<file path="src/rtl/alu_seq_if.sv">
// Handshake/operand bus for alu_seq: requester drives operands and opcode,
// the ALU returns ready, the registered result and its status flags.
interface alu_seq_if #(
  parameter int WIDTH = 32
);
  logic [WIDTH-1:0] A;
  logic [WIDTH-1:0] B;
  logic [3:0]       ALUControl;
  logic             InValid;
  logic             InReady;
  logic [WIDTH-1:0] ALUOut;
  logic             Zero;
  logic             OutValid;
  logic             DivByZero;

  modport master (
    output A, B, ALUControl, InValid,
    input  InReady, ALUOut, Zero, OutValid, DivByZero
  );

  modport slave (
    input  A, B, ALUControl, InValid,
    output InReady, ALUOut, Zero, OutValid, DivByZero
  );
endinterface

</file>
<file path="src/rtl/alu_seq.sv">
// alu_seq: multi-cycle execute-stage ALU with a valid/ready handshake.
// Single-cycle ops register their result at the accept edge; mul (and
// divu/remu when ALU_DIV_EN is defined) iterate one bit per clock for
// WIDTH cycles while InReady is held low.
// Optional feature macro: ALU_DIV_EN (restoring divider for 1011/1100).
module alu_seq #(
  parameter int WIDTH = 32
) (
  input  logic      clk,
  input  logic      rst_n,
  alu_seq_if.slave  bus
);

  localparam int SHW = $clog2(WIDTH);
  localparam int CW  = $clog2(WIDTH + 1);
  localparam logic [3:0] OP_MUL  = 4'b1010;
`ifdef ALU_DIV_EN
  localparam logic [3:0] OP_DIVU = 4'b1011;
  localparam logic [3:0] OP_REMU = 4'b1100;
`endif

  typedef enum logic {IDLE, ITER} state_t;

  state_t           state_q, state_d;
  logic [CW-1:0]    cnt_q, cnt_d;
  logic [WIDTH-1:0] alu_out_q, alu_out_d;
  logic             zero_q, zero_d;
  logic             out_valid_q, out_valid_d;

  // Iteration working registers: acc = product / partial remainder,
  // opa = multiplier / quotient-in-progress, opb = multiplicand / divisor.
  logic [WIDTH-1:0] acc_q, acc_d;
  logic [WIDTH-1:0] opa_q, opa_d;
  logic [WIDTH-1:0] opb_q, opb_d;

  logic [WIDTH-1:0] mul_acc;
  logic [WIDTH-1:0] res;
  logic             fin;

`ifdef ALU_DIV_EN
  logic             is_div_q, is_div_d;
  logic             is_rem_q, is_rem_d;
  logic             dbz_q, dbz_d;
  logic             res_dbz;
  logic [WIDTH:0]   r_shift;
  logic [WIDTH:0]   diff;
  logic [WIDTH-1:0] div_rem;
  logic [WIDTH-1:0] div_quo;
`endif

  // Combinational result of every single-cycle opcode; undefined -> 0.
  function automatic logic [WIDTH-1:0] single_op(input logic [3:0] op,
                                                 input logic [WIDTH-1:0] a,
                                                 input logic [WIDTH-1:0] b);
    logic signed [WIDTH-1:0] sa;
    logic signed [WIDTH-1:0] sb;
    logic [SHW-1:0]          sh;
    logic [WIDTH-1:0]        r;
    sa = a;
    sb = b;
    sh = b[SHW-1:0];
    case (op)
      4'b0000: r = a + b;
      4'b0001: r = a - b;
      4'b0010: r = a & b;
      4'b0011: r = a | b;
      4'b0100: r = ~(a | b);
      4'b0101: r = a ^ b;
      4'b0110: r = a << sh;
      4'b0111: r = a >> sh;
      4'b1000: r = (a < b) ? WIDTH'(1) : '0;
      4'b1001: r = (sa < sb) ? WIDTH'(1) : '0;
      default: r = '0;
    endcase
    return r;
  endfunction

  // Next-state, iteration step and result selection.
  always_comb begin
    state_d     = state_q;
    cnt_d       = cnt_q;
    alu_out_d   = alu_out_q;
    zero_d      = zero_q;
    out_valid_d = 1'b0;
    acc_d       = acc_q;
    opa_d       = opa_q;
    opb_d       = opb_q;
    res         = '0;
    fin         = 1'b0;

    mul_acc = acc_q + (opa_q[0] ? opb_q : '0);

`ifdef ALU_DIV_EN
    is_div_d = is_div_q;
    is_rem_d = is_rem_q;
    dbz_d    = dbz_q;
    res_dbz  = 1'b0;
    // Restoring step: shift next dividend bit in, subtract if it fits.
    r_shift  = {acc_q, opa_q[WIDTH-1]};
    diff     = r_shift - {1'b0, opb_q};
    if (!diff[WIDTH]) begin
      div_rem = diff[WIDTH-1:0];
      div_quo = {opa_q[WIDTH-2:0], 1'b1};
    end else begin
      div_rem = r_shift[WIDTH-1:0];
      div_quo = {opa_q[WIDTH-2:0], 1'b0};
    end
`endif

    case (state_q)
      IDLE: begin
        if (bus.InValid) begin
          if (bus.ALUControl == OP_MUL) begin
            acc_d   = '0;
            opa_d   = bus.B;
            opb_d   = bus.A;
            cnt_d   = CW'(WIDTH);
            state_d = ITER;
`ifdef ALU_DIV_EN
            is_div_d = 1'b0;
            is_rem_d = 1'b0;
          end else if ((bus.ALUControl == OP_DIVU || bus.ALUControl == OP_REMU)
                       && bus.B != '0) begin
            acc_d    = '0;
            opa_d    = bus.A;
            opb_d    = bus.B;
            cnt_d    = CW'(WIDTH);
            is_div_d = 1'b1;
            is_rem_d = (bus.ALUControl == OP_REMU);
            state_d  = ITER;
          end else if (bus.ALUControl == OP_DIVU) begin
            res     = '1;
            res_dbz = 1'b1;
            fin     = 1'b1;
          end else if (bus.ALUControl == OP_REMU) begin
            res     = bus.A;
            res_dbz = 1'b1;
            fin     = 1'b1;
`endif
          end else begin
            res = single_op(bus.ALUControl, bus.A, bus.B);
            fin = 1'b1;
          end
        end
      end
      ITER: begin
        cnt_d = cnt_q - CW'(1);
`ifdef ALU_DIV_EN
        if (is_div_q) begin
          acc_d = div_rem;
          opa_d = div_quo;
          res   = is_rem_q ? div_rem : div_quo;
        end else begin
          acc_d = mul_acc;
          opa_d = opa_q >> 1;
          opb_d = opb_q << 1;
          res   = mul_acc;
        end
`else
        acc_d = mul_acc;
        opa_d = opa_q >> 1;
        opb_d = opb_q << 1;
        res   = mul_acc;
`endif
        if (cnt_q == CW'(1)) begin
          fin     = 1'b1;
          state_d = IDLE;
        end
      end
      default: state_d = IDLE;
    endcase

    if (fin) begin
      alu_out_d   = res;
      zero_d      = (res == '0);
      out_valid_d = 1'b1;
`ifdef ALU_DIV_EN
      dbz_d       = res_dbz;
`endif
    end
  end

  // FSM, counter and registered outputs; reset aborts any iteration.
  always_ff @(posedge clk or negedge rst_n) begin
    if (!rst_n) begin
      state_q     <= IDLE;
      cnt_q       <= '0;
      alu_out_q   <= '0;
      zero_q      <= 1'b1;
      out_valid_q <= 1'b0;
`ifdef ALU_DIV_EN
      dbz_q       <= 1'b0;
`endif
    end else begin
      state_q     <= state_d;
      cnt_q       <= cnt_d;
      alu_out_q   <= alu_out_d;
      zero_q      <= zero_d;
      out_valid_q <= out_valid_d;
`ifdef ALU_DIV_EN
      dbz_q       <= dbz_d;
`endif
    end
  end

  // Iteration datapath; always loaded before use, so no reset needed.
  always_ff @(posedge clk) begin
    acc_q <= acc_d;
    opa_q <= opa_d;
    opb_q <= opb_d;
`ifdef ALU_DIV_EN
    is_div_q <= is_div_d;
    is_rem_q <= is_rem_d;
`endif
  end

  assign bus.InReady  = (state_q == IDLE);
  assign bus.ALUOut   = alu_out_q;
  assign bus.Zero     = zero_q;
  assign bus.OutValid = out_valid_q;
`ifdef ALU_DIV_EN
  assign bus.DivByZero = dbz_q;
`else
  assign bus.DivByZero = 1'b0;
`endif

endmodule

</file>
<file path="src/flat_wrapper.sv">
// flat-port wrapper written by rule: the top's interface ports become plain ports
module alu_seq_flat 
#(
  parameter int WIDTH = 32
)
  (clk, rst_n, bus_A, bus_B, bus_ALUControl, bus_InValid, bus_InReady, bus_ALUOut, bus_Zero, bus_OutValid, bus_DivByZero);
  alu_seq_if #(.WIDTH(WIDTH)) bus_i ();
  input  logic clk;
  input  logic rst_n;
  input wire logic [$bits(bus_i.A)-1:0] bus_A;
  input wire logic [$bits(bus_i.B)-1:0] bus_B;
  input wire logic [$bits(bus_i.ALUControl)-1:0] bus_ALUControl;
  input wire logic [$bits(bus_i.InValid)-1:0] bus_InValid;
  output wire logic [$bits(bus_i.InReady)-1:0] bus_InReady;
  output wire logic [$bits(bus_i.ALUOut)-1:0] bus_ALUOut;
  output wire logic [$bits(bus_i.Zero)-1:0] bus_Zero;
  output wire logic [$bits(bus_i.OutValid)-1:0] bus_OutValid;
  output wire logic [$bits(bus_i.DivByZero)-1:0] bus_DivByZero;
  assign bus_i.A = bus_A;
  assign bus_i.B = bus_B;
  assign bus_i.ALUControl = bus_ALUControl;
  assign bus_i.InValid = bus_InValid;
  assign bus_InReady = bus_i.InReady;
  assign bus_ALUOut = bus_i.ALUOut;
  assign bus_Zero = bus_i.Zero;
  assign bus_OutValid = bus_i.OutValid;
  assign bus_DivByZero = bus_i.DivByZero;
  alu_seq #(.WIDTH(WIDTH)) u_core (.clk(clk), .rst_n(rst_n), .bus(bus_i));
endmodule
</file>
<file path="config.mk">
export PLATFORM = sky130hd
export DESIGN_NAME = alu_seq_flat
export DESIGN_NICKNAME = d
export VERILOG_FILES = /design/src/rtl/alu_seq_if.sv /design/src/rtl/alu_seq.sv /design/src/flat_wrapper.sv
export SDC_FILE = /design/constraint.sdc
export NUM_CORES = 1
export LEC_CHECK = 0
export CORE_ASPECT_RATIO = 0.7
export CORE_UTILIZATION = 24
export DETAILED_ROUTE_END_ITERATION = 8
export MAX_ROUTING_LAYER = met4
export PLACE_DENSITY = 0.43
export RECOVER_POWER = 50
export REMOVE_ABC_BUFFERS = 1
export SETUP_SLACK_MARGIN = 0.05
export SLEW_MARGIN = 20
export SYNTH_ARGS = -nofsm -noshare
export SYNTH_HDL_FRONTEND = slang
export SYNTH_SLANG_ARGS = --single-unit
export TNS_END_PERCENT = 5
</file>
<file path="constraint.sdc">
create_clock -name clk -period 4.69 [get_ports clk]
set_input_delay 0.938 -clock clk [delete_from_list [all_inputs] [get_ports clk]]
set_output_delay 0.938 -clock clk [all_outputs]
set_load 0.02 [all_outputs]
</file>
Metal 2:
Cells faint in the background.
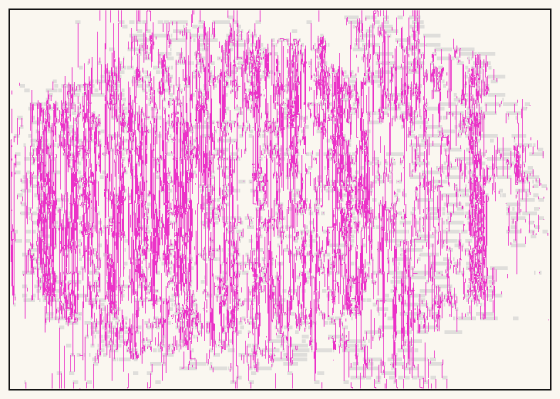
- main direction: vertical
- wire length on this layer: 38.2 mm

M1 wires:
Bar = 100 µm. Supply wires on this layer in grey.
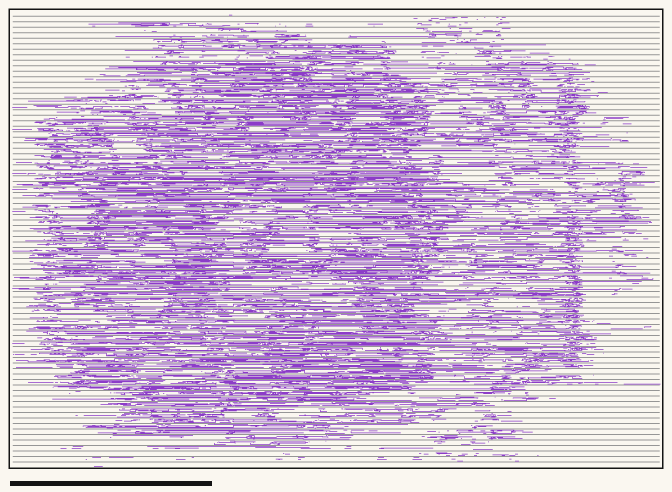
- share of all routed wire: 51%
- nets with wire on the layer: 2658
- wire length on this layer: 49.7 mm

==> run_results.csv <==
group,metric,value,unit
critical_path,critPathRequiredTime,5.09,ns
grt,grt_antenna_before_repair,9,
grt,grt_pass1_vias,19122,
timing,fin_skew,0.0139,ns
final_layout,layout_top_cell,"buf_4",
critical_path,r2r_end,"u_core.bus.Zero$_DFFE_PN1P_",
run_status,run_status,"finished, violations left",
grt,grt_first_pass_wirelength,138,mm
final_layout,sh_comb_area,51.8,%
final_layout,nets,2880,
critical_path,crit_path_frequent_cell,"buf_4",
floorplan,fp.dieW,322,µm
run,cap_violations,1,
final_layout,n_all_buffers,672,
critical_path,crit_path_top_delay_cell,"or4_1",
final_layout,dominant_cells,"combinational gates",
logic_synthesis,synth_seq_share,22.7,%
timing,fin_hold_ws,0.491,ns
logic_synthesis,synth_top_flop_cell,"edfxtp_1",
run_status,violations,"capacitance limit, slew limit",
logic_synthesis,edf_count,96,
clock_tree,post_cts_resize_count,7,
critical_path,crit_type,"primary input to flip-flop",
timing,timing.fmax,219,MHz
logic_synthesis,mux_share,12.7,%
logic_synthesis,synth.top_cell.area_share,16.7,%
clock_tree,cts_buffers,17,
floorplan,tap_cells,954,
floorplan,die_h,226,µm
logic_synthesis,top_cells_by_area,"edfxtp_1 17%, ha_1 9.4%, mux4_2 7.6%, dfrtp_1 5.8%, nand2_1 5.2%",
clock_tree,insertion_delay,0.48,ns
floorplan,core_area,70400,µm²
critical_path,cp-start-kind,"primary input",
clock_tree,htreeDepth,4,
final_layout,nFillCells,7525,
timing,hold_viol_final,0,
placement,placedCellCount,3610,
worst_hold_path,worstHoldStart,"u_core.bus.ALUOut[12]$_DFFE_PN0P_",
worst_hold_path,holdPathEnd,"u_core.bus.ALUOut[12]$_DFFE_PN0P_",
final_layout,seq_cell_count,137,
critical_path,rr_worst_depth,14,
logic_synthesis,synth_cells,2131,
grt,grtUsageTotal,27.2,%
final_layout,buf_share,22.3,%
final_layout,final_cell_mix,"551 x buf_4, 240 x nand2_1, 184 x nor2_1",
worst_hold_path,hp-class,"flip-flop to flip-flop",
timing,slew_headroom,-74.3,%
clock_tree,cts_hold_buf,0,
clock_tree,cts_root_buf,"clkbuf_16",
timing,maxSlewViolCount,42,
pwr,leakagePower,0.0103,µW
floorplan,fp_util,24.5,%
critical_path,path_delay_family,"AND-OR/OR-AND gates",
final_layout,logic_gate_count,1726,
logic_synthesis,ys_sh_simple,18.7,%
critical_path,arrival,4.98,ns
Met4 routing:
Bar = 100 µm. Supply wires on this layer in grey.
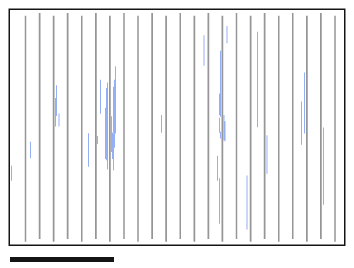
- main direction: vertical
- longest straight run: 91.8 µm
- share of all routed wire: 1.3%

Congestion heat map:
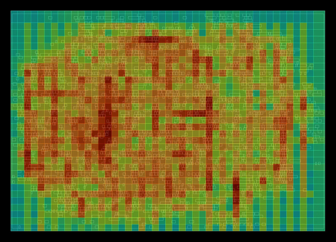
WL/cell: 26.6 µm
met3 Usage GRT: 4.39%
met1 Resource Use GR: 42.1%
GR peak layer: met1
fin util: 34.0%

==> per-stage QoR <==
stage	setup slack (ns)	setup TNS [ns]	utilization, %	instance area [µm²]
after floorplan	-1.49	-50.27	-	16600
after global placement	-0.747	-3.37	32.9	23200
after detailed placement	-0.595	-2.86	32.9	23200
after CTS	0.0577	0	33.9	23900
after global routing	0.0384	0	34.0	24000
final	0.114	0	34.0	24000
==> power breakdown <==
group / switching, µW / total (µW) / internal (µW)
registers: 283 / 2490 / 2210
logic: 4120 / 6900 / 2780
clock network: 617 / 1530 / 913
==> layer usage <==
metal / vias to the layer above / GRT usage (%) / routed length (µm)
li1: 9053 / - / -
met1: 9848 / 42.1 / 49700
met2: 892 / 36.3 / 38200
met3: 75 / 4.39 / 7770
met4: 0 / 4.38 / 1270
met5: - / - / 0
Power is estimated from default activity; no workload was simulated.
